`src/rtl/i2c_reg_bank_pkg.sv`:
```
// Shared definitions for the I2C register bank: byte width, idle transmit byte, FSM states.
// Used by i2c_reg_bank and i2c_reg_array.
package i2c_reg_bank_pkg;

  localparam int         BYTE_W       = 8;
  localparam logic [7:0] IDLE_TX_BYTE = 8'hFF;

  typedef enum logic [2:0] {
    ST_IDLE  = 3'd0,
    ST_PTR   = 3'd1,
    ST_WRITE = 3'd2,
    ST_READ  = 3'd3,
    ST_DROP  = 3'd4
  } state_t;

endpackage

```
`src/rtl/i2c_reg_array.sv`:
```
// NREG x 8 register storage: one write port, combinational read mux, flattened view.
// Writes land at the clock edge; read data reflects the current register contents.
module i2c_reg_array
  import i2c_reg_bank_pkg::*;
#(
  parameter int         NREG      = 16,
  parameter int         PTR_W     = $clog2(NREG),
  parameter logic [7:0] RESET_VAL = 8'h00
) (
  input  logic               clk,
  input  logic               reset,
  input  logic               wr_en,
  input  logic [PTR_W-1:0]   wr_addr,
  input  logic [BYTE_W-1:0]  wr_data,
  input  logic [PTR_W-1:0]   rd_addr,
  output logic [BYTE_W-1:0]  rd_data,
  output logic [NREG*8-1:0]  reg_flat
);

  logic [BYTE_W-1:0] regs_q [NREG];
  logic [BYTE_W-1:0] regs_d [NREG];

  always_comb begin
    for (int i = 0; i < NREG; i++) begin
      regs_d[i] = regs_q[i];
      if (wr_en && (wr_addr == PTR_W'(i))) begin
        regs_d[i] = wr_data;
      end
    end
  end

  // Address compare rather than direct indexing keeps non-power-of-2 NREG safe.
  always_comb begin
    rd_data = '0;
    for (int i = 0; i < NREG; i++) begin
      if (rd_addr == PTR_W'(i)) begin
        rd_data = regs_q[i];
      end
    end
  end

  always_comb begin
    reg_flat = '0;
    for (int i = 0; i < NREG; i++) begin
      reg_flat[8*i +: 8] = regs_q[i];
    end
  end

  always_ff @(posedge clk) begin
    if (reset) begin
      for (int i = 0; i < NREG; i++) begin
        regs_q[i] <= RESET_VAL;
      end
    end else begin
      regs_q <= regs_d;
    end
  end

endmodule

```
`src/rtl/i2c_reg_bank.sv`:
```
// I2C register bank: pointer+data write protocol, auto-increment reads, ACK/NACK decisions.
// Responses one cycle after rx_valid/tx_req, no backpressure; I2C_REG_BANK_WPROT_EN enables LOCK.
module i2c_reg_bank
  import i2c_reg_bank_pkg::*;
#(
  parameter int         NREG      = 16,
  parameter int         PTR_W     = $clog2(NREG),
  parameter logic [7:0] RESET_VAL = 8'h00
) (
  input  logic               clk,
  input  logic               reset,
  input  logic               txn_start,
  input  logic               txn_rw,
  input  logic               txn_stop,
  input  logic               rx_valid,
  input  logic [7:0]         rx_data,
  output logic               rx_ack,
  output logic               ack_valid,
  input  logic               tx_req,
  output logic [7:0]         tx_data,
  output logic               tx_valid,
  output logic [NREG*8-1:0]  reg_q,
  output logic               wr_strobe,
  output logic [PTR_W-1:0]   wr_addr
);

  localparam logic [PTR_W-1:0] LAST_IDX = PTR_W'(NREG - 1);

  state_t            state_q, state_d;
  logic [PTR_W-1:0]  ptr_q, ptr_d;
  logic              rx_ack_q, rx_ack_d;
  logic              ack_valid_q, ack_valid_d;
  logic [7:0]        tx_data_q, tx_data_d;
  logic              tx_valid_q, tx_valid_d;
  logic              wr_strobe_q, wr_strobe_d;
  logic [PTR_W-1:0]  wr_addr_q, wr_addr_d;

  logic              wr_en;
  logic [7:0]        rd_data;
  logic [PTR_W-1:0]  ptr_inc;
  logic              ptr_in_range;
  logic              write_ok;

  i2c_reg_array #(
    .NREG      (NREG),
    .PTR_W     (PTR_W),
    .RESET_VAL (RESET_VAL)
  ) u_reg_array (
    .clk      (clk),
    .reset    (reset),
    .wr_en    (wr_en),
    .wr_addr  (ptr_q),
    .wr_data  (rx_data),
    .rd_addr  (ptr_q),
    .rd_data  (rd_data),
    .reg_flat (reg_q)
  );

  assign ptr_inc      = (ptr_q == LAST_IDX) ? '0 : ptr_q + 1'b1;
  assign ptr_in_range = ({1'b0, rx_data} < 9'(NREG));

`ifdef I2C_REG_BANK_WPROT_EN
  // The last register is LOCK; it stays writable so the lock can always be released.
  assign write_ok = (ptr_q == LAST_IDX) || !reg_q[8*(NREG-1)];
`else
  assign write_ok = 1'b1;
`endif

  always_comb begin
    state_d     = state_q;
    ptr_d       = ptr_q;
    rx_ack_d    = rx_ack_q;
    ack_valid_d = 1'b0;
    tx_data_d   = tx_data_q;
    tx_valid_d  = 1'b0;
    wr_strobe_d = 1'b0;
    wr_addr_d   = wr_addr_q;
    wr_en       = 1'b0;

    if (tx_req) begin
      tx_valid_d = 1'b1;
      if (state_q == ST_READ) begin
        tx_data_d = rd_data;
        ptr_d     = ptr_inc;
      end else begin
        tx_data_d = IDLE_TX_BYTE;
      end
    end

    // A byte arriving with a new address phase belongs to nothing and is dropped silently.
    if (rx_valid && !txn_start) begin
      ack_valid_d = 1'b1;
      rx_ack_d    = 1'b0;
      case (state_q)
        ST_PTR: begin
          if (ptr_in_range) begin
            ptr_d    = rx_data[PTR_W-1:0];
            rx_ack_d = 1'b1;
            state_d  = ST_WRITE;
          end else begin
            state_d  = ST_DROP;
          end
        end
        ST_WRITE: begin
          ptr_d = ptr_inc;
          if (write_ok) begin
            wr_en       = 1'b1;
            rx_ack_d    = 1'b1;
            wr_strobe_d = 1'b1;
            wr_addr_d   = ptr_q;
          end
        end
        default: ;
      endcase
    end

    if (txn_start) begin
      state_d = txn_rw ? ST_READ : ST_PTR;
    end
    if (txn_stop) begin
      state_d = ST_IDLE;
    end
  end

  always_ff @(posedge clk) begin
    if (reset) begin
      state_q     <= ST_IDLE;
      ptr_q       <= '0;
      rx_ack_q    <= 1'b0;
      ack_valid_q <= 1'b0;
      tx_data_q   <= 8'h00;
      tx_valid_q  <= 1'b0;
      wr_strobe_q <= 1'b0;
      wr_addr_q   <= '0;
    end else begin
      state_q     <= state_d;
      ptr_q       <= ptr_d;
      rx_ack_q    <= rx_ack_d;
      ack_valid_q <= ack_valid_d;
      tx_data_q   <= tx_data_d;
      tx_valid_q  <= tx_valid_d;
      wr_strobe_q <= wr_strobe_d;
      wr_addr_q   <= wr_addr_d;
    end
  end

  assign rx_ack    = rx_ack_q;
  assign ack_valid = ack_valid_q;
  assign tx_data   = tx_data_q;
  assign tx_valid  = tx_valid_q;
  assign wr_strobe = wr_strobe_q;
  assign wr_addr   = wr_addr_q;

endmodule

```
`config.mk`:
```
export PLATFORM = sky130hd
export DESIGN_NAME = i2c_reg_bank
export DESIGN_NICKNAME = d
export VERILOG_FILES = /design/src/rtl/i2c_reg_bank_pkg.sv /design/src/rtl/i2c_reg_array.sv /design/src/rtl/i2c_reg_bank.sv
export SDC_FILE = /design/constraint.sdc
export NUM_CORES = 1
export LEC_CHECK = 0
export CAP_MARGIN = 25
export CORE_ASPECT_RATIO = 1.4
export CORE_UTILIZATION = 51
export DETAILED_ROUTE_END_ITERATION = 8
export HOLD_SLACK_MARGIN = 0.06
export MAX_ROUTING_LAYER = met4
export PLACE_DENSITY = 0.88
export SYNTH_ARGS = -nofsm -noshare
export SYNTH_HDL_FRONTEND = slang
export SYNTH_HIERARCHICAL = 1
export SYNTH_SLANG_ARGS = --single-unit
```
`constraint.sdc`:
```
create_clock -name clk -period 3.2 [get_ports clk]
set_clock_uncertainty 0.15 [all_clocks]
set_input_delay 0.48 -clock clk [delete_from_list [all_inputs] [get_ports clk]]
set_output_delay 0.48 -clock clk [all_outputs]
set_load 0.02 [all_outputs]
```
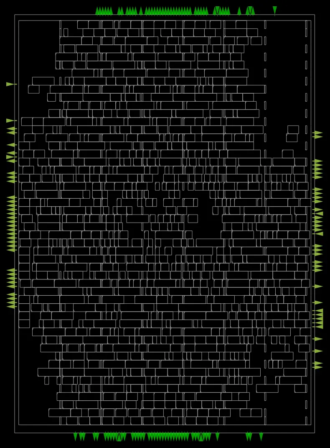
(cell placement)
Filler cells: 1012
share of cell area taken by flip-flops and latches: 0.319

==> summary.txt <==
run metrics: result of the run finished, final reports clean, stage-log warning count 26, number of hold-repair buffers added at the cts stage 0, routability cong. approximately 1, startpoint of the most critical hold path reset, final layout net count just over 900, post-route non-filler standard cell count between 1000 and 1500, top post-synthesis cells by count sky130_fd_sc_hd__nor2_1, sky130_fd_sc_hd__dfxtp_1, sky130_fd_sc_hd__mux2i_1, sky130_fd_sc_hd__a21oi_1, sky130_fd_sc_hd__clkbuf_1, total I/O pin count approximately 160, Core ar. 13400 µm², Worst Hold Class in2reg, number of hold-slack violations in the final timing report 0, share of final layout cell area taken by non-clock buffers 0.202, Core Rows about 50, most instantiated logic cell after routing sky130_fd_sc_hd__nor2_1, bufs w/o clock 192, later-pin clock latency in the skew report about 0.42 ns, TritonCTS clock tree done, final antenna-violating net count 0, ordered cell list for the critical path buf_12 -> nor2b_1 -> a221oi_1 -> a221oi_1 -> a21oi_1 -> a21oi_1 -> nor2_1 -> nor3_1, critical path endpoint tx_data[4], n_taps 182, number of levels in the clock H-tree 4, RSZ-0062 raised after global routing no, cell count listed in synth_stat.txt between 700 and 800, number of failing setup endpoints in the final timing report 0, total of clock buffers placed in the layout 21, Critical Setup Path Class reg2reg, number of antenna violations at the first check in global routing 0, total gr overflow 0, Top cells excl fill/tap sky130_fd_sc_hd__nor2_1, sky130_fd_sc_hd__clkdlybuf4s50_1, sky130_fd_sc_hd__dfxtp_1, Unique masters post-synth 61, overall power 4.22 mW, global routing usage summed across all routing layers 0.340, number of clock sinks around 150, switching power of the nets around 0.93 mW, Non-Clock Inverter Count 10, asr flop ratio synth 0, iteration count of the initial detailed-routing pass 6, register clock-pin slew on the reported worst setup and hold paths 0.06 ns, register bit total from synthesis 151, cell kind with the greatest summed area combinational gates, tightest hold margin 0.292 ns, peak fanout along the critical path 40, Critical Path Slowest Stage Cell sky130_fd_sc_hd__a221oi_1, combinational gate count roughly 540, Post-synth area hogs sky130_fd_sc_hd__dfxtp_1, sky130_fd_sc_hd__mux2i_1, sky130_fd_sc_hd__nor2_1, clock network contribution to total cell area 0.0658, antenna cell count 0, Worst Reg-to-Reg Cells 8, depth of the critical timing path with buffers and inverters included 8, Finished Cell Area about 9500 µm², ys flop type sky130_fd_sc_hd__dfxtp_1, Mean Syn Cell Area a little over 9 µm², Setup Slack @ Placement roughly 0.0076 ns, wire length of the first global-routing pass around 35000 µm, Yosys top cell by instances sky130_fd_sc_hd__nor2_1, cell type group with the largest total delay on the critical path AND-OR/OR-AND gates, switching share of total power 0.222, top cell type by total area after synthesis sky130_fd_sc_hd__dfxtp_1, Min-Delay Endpoint wr_strobe, Critical Path RT 3.35 ns, via count between 6000 and 7000, r2r setup slk between 0.3 and 0.4 ns, sequential fraction of the synthesis area 0.431, Reg-to-Reg Start ptr_q[2], width of the die around 100 µm, number of instances in the placed design around 1100
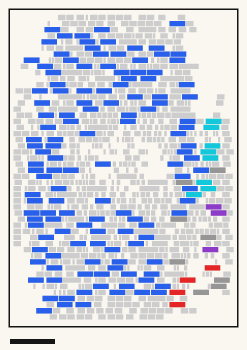
(sequential cells coloured by netlist name)
Bar = 20 µm. Other sequential cells in the stronger grey, the rest of the logic in the fainter grey.
name in the netlist	colour	flops
`tx_data`	cyan	8
`u_reg_array/reg_flat`	blue	128
`state_q`	purple	3
`wr_addr`	red	4
not coloured	8
Post-Route Utilization: 0.708
Seq power: 1.90 mW

==> routing by layer <==
metal / share of wire / global-route usage
met1: 0.38 / 0.400
met3: 0.084 / 0.0565
met4: 0.053 / 0.188
met2: 0.49 / 0.549
met5: 0 / -
==> registers in the layout, summed over array words and instances, names as in the netlist <==
register              cells
rx_ack                    1
state_q                   3
tx_data                   8
ack_valid                 1
u_reg_array/reg_flat    128
ptr_q                     4
tx_valid                  1
wr_addr                   4
wr_strobe                 1
==> logic make-up (layout without fill, tap and decap cells) <==
group	Yosys count	count (layout)	synth area share
fa+ha+maj	1	1	0.00179
simple gates	268	268	0.174
compound gates	110	110	0.105
buf+inv	65	234	0.0475
flops	151	151	0.431
mux	158	158	0.240
Power is estimated from default activity; no workload was simulated.
